`src/rtl/data_mem_arbiter_if.sv`:
```
// rtl/data_mem_arbiter_if.sv - CPU/DMA requester and data-memory signal bundle for data_mem_arbiter
//
// Purpose : groups the two requester ports (c = CPU, d = DMA) and the
//           data-memory port into one interface.
// Modports: master - arbiter side (takes requests and mem_rdata, drives
//                    ready/rvalid/rdata and the memory command)
//           slave  - requesters and memory side
// Signals : x_req/x_we/x_addr/x_wdata  request from port x (c or d)
//           x_ready                    request accepted this cycle
//           x_rvalid/x_rdata           read response for port x
//           mem_addr/mem_wdata         byte address and write data to memory
//           mem_mre/mem_mwe            memory read / write enable
//           mem_rdata                  read data registered by the memory
interface data_mem_arbiter_if #(
   parameter int BUS = 32
);
   logic           c_req;
   logic           c_we;
   logic [BUS-1:0] c_addr;
   logic [BUS-1:0] c_wdata;
   logic           c_ready;
   logic           c_rvalid;
   logic [BUS-1:0] c_rdata;

   logic           d_req;
   logic           d_we;
   logic [BUS-1:0] d_addr;
   logic [BUS-1:0] d_wdata;
   logic           d_ready;
   logic           d_rvalid;
   logic [BUS-1:0] d_rdata;

   logic [BUS-1:0] mem_addr;
   logic [BUS-1:0] mem_wdata;
   logic           mem_mre;
   logic           mem_mwe;
   logic [BUS-1:0] mem_rdata;

   modport master (
      input  c_req, c_we, c_addr, c_wdata,
      output c_ready, c_rvalid, c_rdata,
      input  d_req, d_we, d_addr, d_wdata,
      output d_ready, d_rvalid, d_rdata,
      output mem_addr, mem_wdata, mem_mre, mem_mwe,
      input  mem_rdata
   );

   modport slave (
      output c_req, c_we, c_addr, c_wdata,
      input  c_ready, c_rvalid, c_rdata,
      output d_req, d_we, d_addr, d_wdata,
      input  d_ready, d_rvalid, d_rdata,
      input  mem_addr, mem_wdata, mem_mre, mem_mwe,
      output mem_rdata
   );
endinterface

```
`src/rtl/data_mem_arbiter.sv`:
```
// rtl/data_mem_arbiter.sv - two-port (CPU/DMA) arbiter in front of a single data memory
//
// Purpose : accepts one request at a time from port c or port d, issues it
//           to the memory for one cycle (CMD), and for reads returns the
//           memory data on the granted port one cycle later (RESP).
// Ports   : clk  - clock, all state on rising edge
//           rst  - asynchronous active-high reset
//           bus  - data_mem_arbiter_if.master (requester c, requester d, memory)
// Option  : ARB_ROUND_ROBIN_EN - when defined, simultaneous requests go to
//           the port not granted last; otherwise port c has fixed priority.
module data_mem_arbiter #(
   parameter int BUS = 32
) (
   input  logic               clk,
   input  logic               rst,
   data_mem_arbiter_if.master bus
);

   typedef enum logic [1:0] {
      IDLE = 2'd0,
      CMD  = 2'd1,
      RESP = 2'd2
   } state_t;

   state_t         r_state;
   state_t         w_next;

   // Request captured at the accepting edge
   logic           r_we;
   logic [BUS-1:0] r_addr;
   logic [BUS-1:0] r_wdata;
   logic           r_gnt_d;

   logic           r_c_rvalid;
   logic           r_d_rvalid;
   logic [BUS-1:0] r_c_rdata;
   logic [BUS-1:0] r_d_rdata;

   logic           w_any_req;
   logic           w_gnt_d;
   logic           w_accept;
   logic           w_c_ready;
   logic           w_d_ready;
   logic           w_mre;
   logic           w_mwe;
   logic           w_rd_done;

   assign w_any_req = bus.c_req | bus.d_req;

`ifdef ARB_ROUND_ROBIN_EN
   // r_last_d = 1 means d was granted last, so c wins the next tie.
   // Reset value gives c priority first.
   logic r_last_d;

   always_ff @(posedge clk or posedge rst) begin
      if (rst) begin
         r_last_d <= 1'b1;
      end else if (w_accept) begin
         r_last_d <= w_gnt_d;
      end
   end

   assign w_gnt_d = bus.d_req & (~bus.c_req | ~r_last_d);
`else
   assign w_gnt_d = bus.d_req & ~bus.c_req;
`endif

   always_ff @(posedge clk or posedge rst) begin
      if (rst) begin
         r_state <= IDLE;
      end else begin
         r_state <= w_next;
      end
   end

   always_comb begin
      w_next    = r_state;
      w_c_ready = 1'b0;
      w_d_ready = 1'b0;
      w_mre     = 1'b0;
      w_mwe     = 1'b0;
      w_accept  = 1'b0;
      case (r_state)
         IDLE: begin
            if (w_any_req) begin
               w_accept  = 1'b1;
               w_c_ready = ~w_gnt_d;
               w_d_ready = w_gnt_d;
               w_next    = CMD;
            end
         end
         CMD: begin
            w_mre  = ~r_we;
            w_mwe  = r_we;
            w_next = r_we ? IDLE : RESP;
         end
         RESP: begin
            w_next = IDLE;
         end
         default: begin
            w_next = IDLE;
         end
      endcase
   end

   always_ff @(posedge clk or posedge rst) begin
      if (rst) begin
         r_we    <= 1'b0;
         r_addr  <= '0;
         r_wdata <= '0;
         r_gnt_d <= 1'b0;
      end else if (w_accept) begin
         r_we    <= w_gnt_d ? bus.d_we    : bus.c_we;
         r_addr  <= w_gnt_d ? bus.d_addr  : bus.c_addr;
         r_wdata <= w_gnt_d ? bus.d_wdata : bus.c_wdata;
         r_gnt_d <= w_gnt_d;
      end
   end

   // The memory presents read data before the CMD->RESP edge, so the
   // response registers load on that edge and are valid throughout RESP.
   assign w_rd_done = (r_state == CMD) & ~r_we;

   always_ff @(posedge clk or posedge rst) begin
      if (rst) begin
         r_c_rvalid <= 1'b0;
         r_d_rvalid <= 1'b0;
         r_c_rdata  <= '0;
         r_d_rdata  <= '0;
      end else begin
         r_c_rvalid <= w_rd_done & ~r_gnt_d;
         r_d_rvalid <= w_rd_done & r_gnt_d;
         if (w_rd_done & ~r_gnt_d) begin
            r_c_rdata <= bus.mem_rdata;
         end
         if (w_rd_done & r_gnt_d) begin
            r_d_rdata <= bus.mem_rdata;
         end
      end
   end

   assign bus.c_ready   = w_c_ready;
   assign bus.d_ready   = w_d_ready;
   assign bus.c_rvalid  = r_c_rvalid;
   assign bus.d_rvalid  = r_d_rvalid;
   assign bus.c_rdata   = r_c_rdata;
   assign bus.d_rdata   = r_d_rdata;

   // Address and write data come straight from the latch, so they hold
   // their last values outside CMD. Enables are decoded from state and
   // therefore fall as soon as reset clears it.
   assign bus.mem_addr  = r_addr;
   assign bus.mem_wdata = r_wdata;
   assign bus.mem_mre   = w_mre;
   assign bus.mem_mwe   = w_mwe;

endmodule

```
`src/flat_wrapper.sv`:
```
// flat-port wrapper written by rule: the top's interface ports become plain ports
module data_mem_arbiter_flat 
#(
   parameter int BUS = 32
)
  (clk, rst, bus_c_req, bus_c_we, bus_c_addr, bus_c_wdata, bus_c_ready, bus_c_rvalid, bus_c_rdata, bus_d_req, bus_d_we, bus_d_addr, bus_d_wdata, bus_d_ready, bus_d_rvalid, bus_d_rdata, bus_mem_addr, bus_mem_wdata, bus_mem_mre, bus_mem_mwe, bus_mem_rdata);
  data_mem_arbiter_if #(.BUS(BUS)) bus_i ();
  input  logic clk;
  input  logic rst;
  input wire logic [$bits(bus_i.c_req)-1:0] bus_c_req;
  input wire logic [$bits(bus_i.c_we)-1:0] bus_c_we;
  input wire logic [$bits(bus_i.c_addr)-1:0] bus_c_addr;
  input wire logic [$bits(bus_i.c_wdata)-1:0] bus_c_wdata;
  output wire logic [$bits(bus_i.c_ready)-1:0] bus_c_ready;
  output wire logic [$bits(bus_i.c_rvalid)-1:0] bus_c_rvalid;
  output wire logic [$bits(bus_i.c_rdata)-1:0] bus_c_rdata;
  input wire logic [$bits(bus_i.d_req)-1:0] bus_d_req;
  input wire logic [$bits(bus_i.d_we)-1:0] bus_d_we;
  input wire logic [$bits(bus_i.d_addr)-1:0] bus_d_addr;
  input wire logic [$bits(bus_i.d_wdata)-1:0] bus_d_wdata;
  output wire logic [$bits(bus_i.d_ready)-1:0] bus_d_ready;
  output wire logic [$bits(bus_i.d_rvalid)-1:0] bus_d_rvalid;
  output wire logic [$bits(bus_i.d_rdata)-1:0] bus_d_rdata;
  output wire logic [$bits(bus_i.mem_addr)-1:0] bus_mem_addr;
  output wire logic [$bits(bus_i.mem_wdata)-1:0] bus_mem_wdata;
  output wire logic [$bits(bus_i.mem_mre)-1:0] bus_mem_mre;
  output wire logic [$bits(bus_i.mem_mwe)-1:0] bus_mem_mwe;
  input wire logic [$bits(bus_i.mem_rdata)-1:0] bus_mem_rdata;
  assign bus_i.c_req = bus_c_req;
  assign bus_i.c_we = bus_c_we;
  assign bus_i.c_addr = bus_c_addr;
  assign bus_i.c_wdata = bus_c_wdata;
  assign bus_c_ready = bus_i.c_ready;
  assign bus_c_rvalid = bus_i.c_rvalid;
  assign bus_c_rdata = bus_i.c_rdata;
  assign bus_i.d_req = bus_d_req;
  assign bus_i.d_we = bus_d_we;
  assign bus_i.d_addr = bus_d_addr;
  assign bus_i.d_wdata = bus_d_wdata;
  assign bus_d_ready = bus_i.d_ready;
  assign bus_d_rvalid = bus_i.d_rvalid;
  assign bus_d_rdata = bus_i.d_rdata;
  assign bus_mem_addr = bus_i.mem_addr;
  assign bus_mem_wdata = bus_i.mem_wdata;
  assign bus_mem_mre = bus_i.mem_mre;
  assign bus_mem_mwe = bus_i.mem_mwe;
  assign bus_i.mem_rdata = bus_mem_rdata;
  data_mem_arbiter #(.BUS(BUS)) u_core (.clk(clk), .rst(rst), .bus(bus_i));
endmodule
```
`config.mk`:
```
export PLATFORM = sky130hd
export DESIGN_NAME = data_mem_arbiter_flat
export DESIGN_NICKNAME = d
export VERILOG_FILES = /design/src/rtl/data_mem_arbiter_if.sv /design/src/rtl/data_mem_arbiter.sv /design/src/flat_wrapper.sv
export SDC_FILE = /design/constraint.sdc
export NUM_CORES = 1
export LEC_CHECK = 0
export ABC_AREA = 1
export CELL_PAD_IN_SITES_DETAIL_PLACEMENT = 0
export CELL_PAD_IN_SITES_GLOBAL_PLACEMENT = 1
export CORE_AREA = 2 2 145 147
export DETAILED_ROUTE_END_ITERATION = 16
export DIE_AREA = 0 0 147 149
export GPL_TIMING_DRIVEN = 0
export PLACE_DENSITY = 0.89
export SLEW_MARGIN = 20
export SYNTH_ARGS = -nofsm -noshare
export SYNTH_HDL_FRONTEND = slang
export SYNTH_SLANG_ARGS = --single-unit
```
`constraint.sdc`:
```
create_clock -name clk -period 12.3 [get_ports clk]
set_input_delay 2.46 -clock clk [delete_from_list [all_inputs] [get_ports clk]]
set_output_delay 2.46 -clock clk [all_outputs]
set_load 0.02 [all_outputs]
```
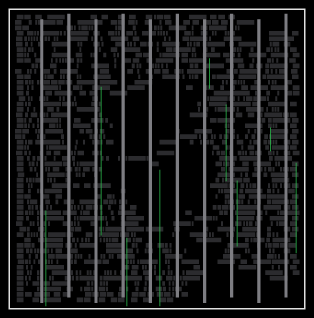
Run 1: signal wires on met4
Scale: 2 px per um. Supply wires on this layer in gray.
nets with wire on the layer = 6
main direction = vertical
drt total wl: 22.1 mm
vias: 6,466

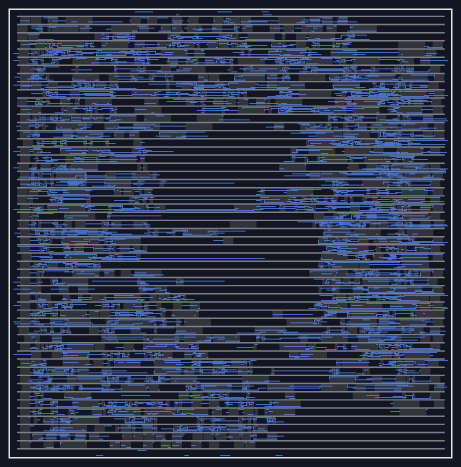
Run 1: signal wires on met1
Scale: 3 px per um. Supply wires on this layer in gray.
longest straight run = 58.0 um
share of all routed wire = 40%
nets with wire on the layer = 1,072
wire length on this layer = 8,900 um
GR Layer Usage met1: 23.7%

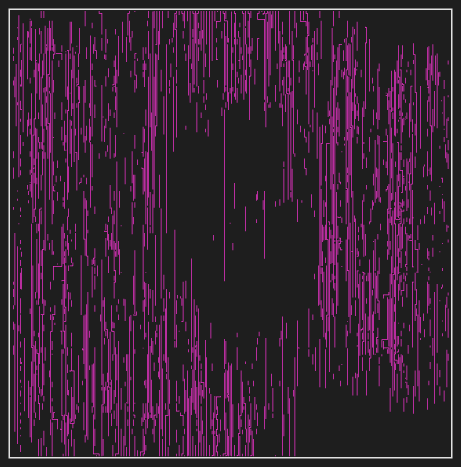
Run 1: the metal 2 layer
Scale: 3 px per um.
share of all routed wire = 49%
nets with wire on the layer = 992
main direction = vertical
wire length on this layer = 10,800 um

==> Changelog: implementation, run 1 <==
## Implementation

* Status: finished clean
* Core Region at 20,600 sq um
* Crit-path leading delay family: buffers and inverters
* Post-route setup slack at 5.47 ns
* Initial antenna violation count at 0
* Most numerous logic cells after layout: nand2_1 (455), clkdlybuf4s50_1 (298), dfrtp_1 (134), nand3_1 (67), nand4_1 (64)
* Startpoint Class: input port
* Total congestion overflow at 0
* P_clk at 515 uW
* Post-synthesis sequential element count at 134
* Simple-gate share of the synthesized area at 39.9%
* Unique cell type count in the Yosys netlist at 16
* Mapped Cells at 803
* Setup TNS at 0 ns
* Top sig layer: met4
* Clock group share of total power at 19.7%
* Commonest Layout Cell: nand2_1
* Total Routing Usage GR at 20.4%
* First-pass GRT wire length at 34.6 mm
* Worst Setup SP: bus_c_req
* Number of enable flip-flop cells at 0
* Critical path depth at 5
* Number of global-route vias before repair at 6,487
* Slowest cell on crit path: clkdlybuf4s50_1
* Critical Path Fanout Max at 10
* # Taps at 275
* Logic power comb at 1.32 mW
* Switching share of total power at 41.4%
* Non-clk invs at 10
* Final #Nets at 1,287
* P_int at 1.53 mW
* Synth area leader: dfrtp_1
* Main flop type: dfrtp_1
* Hold Path Cell Cnt at 2
* Yosys xor share at 0%
==> run 1 -> run 2 <==
- CORE_AREA: 2 2 145 147 -> 2 2 153 155
- DIE_AREA: 0 0 147 149 -> 0 0 155 157
- PLACE_DENSITY: 0.89 -> 0.82
- clock period: 12.3 -> 6.7 ns (I/O delays scaled with it)
==> Changelog: implementation, run 2 <==
## Implementation

* Final clock skew at 0.0118 ns
* Cell seen most often among critical-path stages: clkdlybuf4s50_1
* Logic pwr share at 50.9%
* Clock group share of total power at 19.4%
* Cts hold-fix bufs at 0
* Ys cells at 803
* AO/OA Area Share at 0.160%
* Initial antenna violation count at 0
* Core Region at 22,500 sq um
* Simple-gate share of the synthesized area at 39.9%
* Total Routing Usage GR at 18.8%
* Hold Path Cell Cnt at 2
* Critical Path Fanout Max at 10
* Worst Setup SP: bus_c_req
* Slowest stage delay, CP at 0.69 ns
* Hold Violations, Final at 0
* Synthesis Warnings at 0
* Min Tclk post-route at 4.63 ns
* Logic power comb at 2.43 mW
* Total congestion overflow at 0
* Unique cell type count in the Yosys netlist at 16
* Setup TNS at 0 ns
* Flop count at 134
* Startpoint Class: input port
* Status: finished clean
* DR WL/cell at 15.9 um
* Main flop type: dfrtp_1
* Hpwl dp at 17.2 mm
* # Taps at 285
* Crit-path leading delay family: buffers and inverters
* Final instance area at 10,200 sq um
* Mapped Cells at 803
* TritonCTS Buffers at 17
* Synth area leader: dfrtp_1
* Slowest cell on crit path: clkdlybuf4s50_1
* Chip area in the Yosys report at 6250 sq um
* Top sig layer: met4
* Switching share of total power at 42.7%
* RSZ-0062 raised after global routing: no
* Yosys xor share at 0%
* GR Layer Usage met1 at 22.1%
* Non-clk invs at 10
* Tool warnings at 26
* Number of global-route vias before repair at 6,439
* First-pass GRT wire length at 35.4 mm
* Setup CP Type: in -> out
* Rel. slew slack at 63.8%
* Most numerous logic cells after layout: nand2_1 (455), clkdlybuf4s50_1 (298), dfrtp_1 (134), nand3_1 (67), nand4_1 (64)
* Post-route setup slack at 2.07 ns
* Die height at 157 um
* Number of enable flip-flop cells at 0
* Area share, top type at 53.7%
* Seq area share at 32.9%
* Largest non-sequential cell family by area: simple AND/OR/NAND/NOR gates
* Post-synthesis sequential element count at 134
* Final #Nets at 1,287
* Worst R2R End: u_core.bus.d_rdata[2]$_DFFE_PP0P_
* P_int at 2.74 mW
* Commonest Layout Cell: nand2_1
* WL met3 at 1.87 mm
* Critical path depth at 5
* P_clk at 928 uW
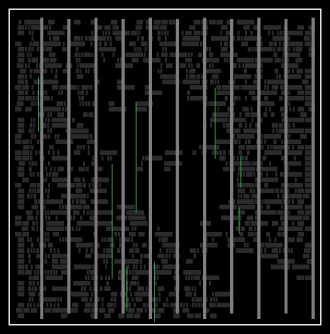
Run 2: signal wires on met4
Scale: 2 px per um. Supply wires on this layer in gray.
longest straight run = 57.1 um
main direction = vertical
nets with wire on the layer = 5
wire length on this layer = 254 um
drt total wl: 22.5 mm
vias: 6,429

Power is estimated from default activity; no workload was simulated.
